Design ca_atractor_det, sky130hd; sources not shown.
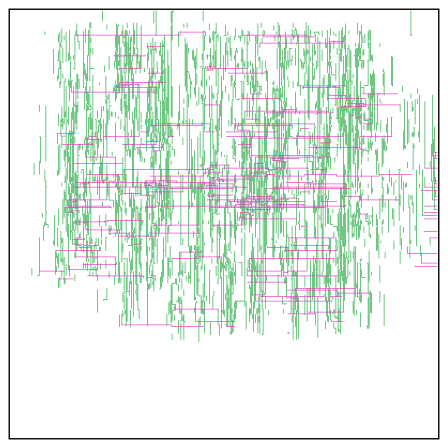
Figure 1: signal wires by layer.
Two of the layers only.
| color | layer | wire length |
|---|---|---|
| magenta | metal 3 | 2800 microns |
| green | metal 2 | 13800 microns |
total global-route track usage: 18.0%
Routed WL: 31.2 mm
average detailed-routed wire length per instance: 21.8 microns

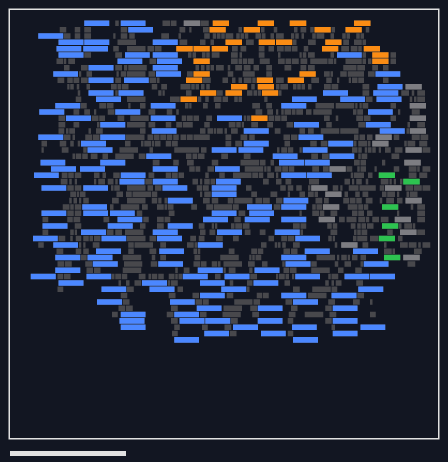
Figure 2: register map, names as in the netlist.
The bar under the picture is 50 microns long. Other sequential cells in the stronger gray, the rest of the logic in the fainter gray.
| color | signal | sequential cells |
|---|---|---|
| orange | visited_q | 32 |
| green | periodo | 6 |
| blue | idx_q | 160 |
not colored: 20
Finished Core Util: 41.8%
Sequential Power: 3.33 mW

==> flow_summary.ini <==
; generated from flow reports
[run_status]
outcome = complete, no violations

[placement]
place.port_buffers = 26
place_congestion = 0.835
dpl.cell_count = 1325

[clocking]
numClockSinks = 218
cts_post_setup_buffers_inserted = 0
cts_tree = yes
ctsResizeCount = 0
clk-insertion-delay-late_ps = 680
cts.path.max_buffers = 3

[timing]
final_hold_viol_count = 0
final_min_period_ps = 2870
clock.fmax_mhz = 348
worst_slew_margin_rel_pct = 59.8
worst-slew-pin-transition_ps = 604
finalCritPeriodShare_pct = 84.4
finalHoldWorstSlack_ps = 249
timing.final.max_slew_violations = 0

[floorplanning]
io-pin-count = 27
die.size.x_microns = 184
core-area_sq_um = 30900
die-height_microns = 184

[detailed_routing]
route.detailed.drc = 0
drt_pass1_iterations = 5
maxUsedRoutingLayer = met4
drtAntennaViolNets = 0
routed_via_density = 5.91

[final_layout]
layout.area.seq_sq_um = 5970
num-nets-final = 1004
logic_gates = 572
drive_gt1_share_pct = 23.9
number_of_diodes_added_for_antenna_fixing = 1
clock_cell_share_of_area_pct = 5.61
num-fill-cells = 2922
layout.area.top_class = sequential cells
signal_buffer_area_fraction_pct = 8.18
nFlopsAndLatches = 218
inv_count = 9
seq_area_share_pct = 46.1
clkbuf_count = 81
layoutNonFillerInstCount = 1430

[power]
peak_vdd_ir_mv = 0.230
power.total_mw = 6.71
power.density_cell_area_nw_per_um2 = 519
power_switching_share_pct = 27.4

[worst_setup_path]
cp_common_cell = o21a_1
critical_path_peak_fanout = 3
setup.worst_path.class = reg -> reg
worst_path_dominant_cell_family = simple AND/OR/NAND/NOR gates
worst-path-stages = 11
critical_path.max_stage_delay_ps = 490
number_of_cells_on_the_worst_reg_to_reg_path = 11

[global_routing]
met3_usage_pct = 3.72
grt.busiest_layer = met2
globalRouteOverflowTotal = 0
grt_pass1_vias = 8288
antenna_violations_before_repair = 1
grt_max_degree = 42

[synth]
yosys_warnings = 0
post_synth_instance_area_sq_um = 11100
synth-async-reset-ratio_pct = 0
synth.lib_cells_used.distinct = 53
syn-num-nets = 904
ys.flop_type = edfxtp_1

[job]
warning_count = 27
-- logic make-up after synthesis --
logic type	share of synthesized area (%)
AOI/OAI and AO/OA	21.0
adders and majority gates	0.858
and+or+nand+nor	8.63
buffers and inverters	4.21
muxes	11.0
xor gates and xnor gates	0.395
DFF	53.9
-- worst min-delay path: stages --
cell and delay [ps]:
buf_4 220, buf_4 210, nand2_1 60, mux2i_1 50
-- cells in the final DEF, fill, tap and decap left out, types with 24 or more instances in the layout --
| master | netlist | layout |
|---|---|---|
| mux2i_1 | 32 | 32 |
| a21oi_1 | 58 | 58 |
| nand2_1 | 60 | 60 |
| clkdlybuf4s50_1 | 0 | 24 |
| nor2_1 | 43 | 42 |
| buf_4 | 4 | 103 |
| nor3_1 | 37 | 37 |
| a22o_1 | 160 | 160 |
| dfxtp_1 | 58 | 58 |
| edfxtp_1 | 160 | 160 |
| o31ai_1 | 32 | 32 |
| clkbuf_4 | 0 | 81 |
| mux4_2 | 40 | 40 |
-- cells in the mapped netlist (all sizes together), types with 8 or more instances --
cell type,count
a21oi,59
a22o,160
a22oi,22
buf,40
clkbuf,49
dfxtp,58
edfxtp,160
inv,8
mux2i,32
mux4,40
nand2,60
nor2,44
nor3,38
o221ai,8
o31ai,32
-- power groups by stage --
stage	Combinational (mW)	Sequential, mW	Clock [mW]
after detailed placement	1.09	3.38	0
after floorplan	0.729	3.31	0
final	1.10	3.33	2.28
after global placement	1.08	3.38	0
after global routing	1.18	3.35	2.48
after CTS	1.09	3.33	2.34
-- metrics by stage --
step,setup TNS (ps),worst slack (ps),instance area (sq um)
after floorplan,0,276,11100
after global placement,-66.2,-45.5,12200
after detailed placement,-59.0,-30.7,12200
after CTS,0,543,12900
after global routing,0,396,12900
final,0,529,12900
Power figures rest on the tool's default switching activity, not on a simulated workload.
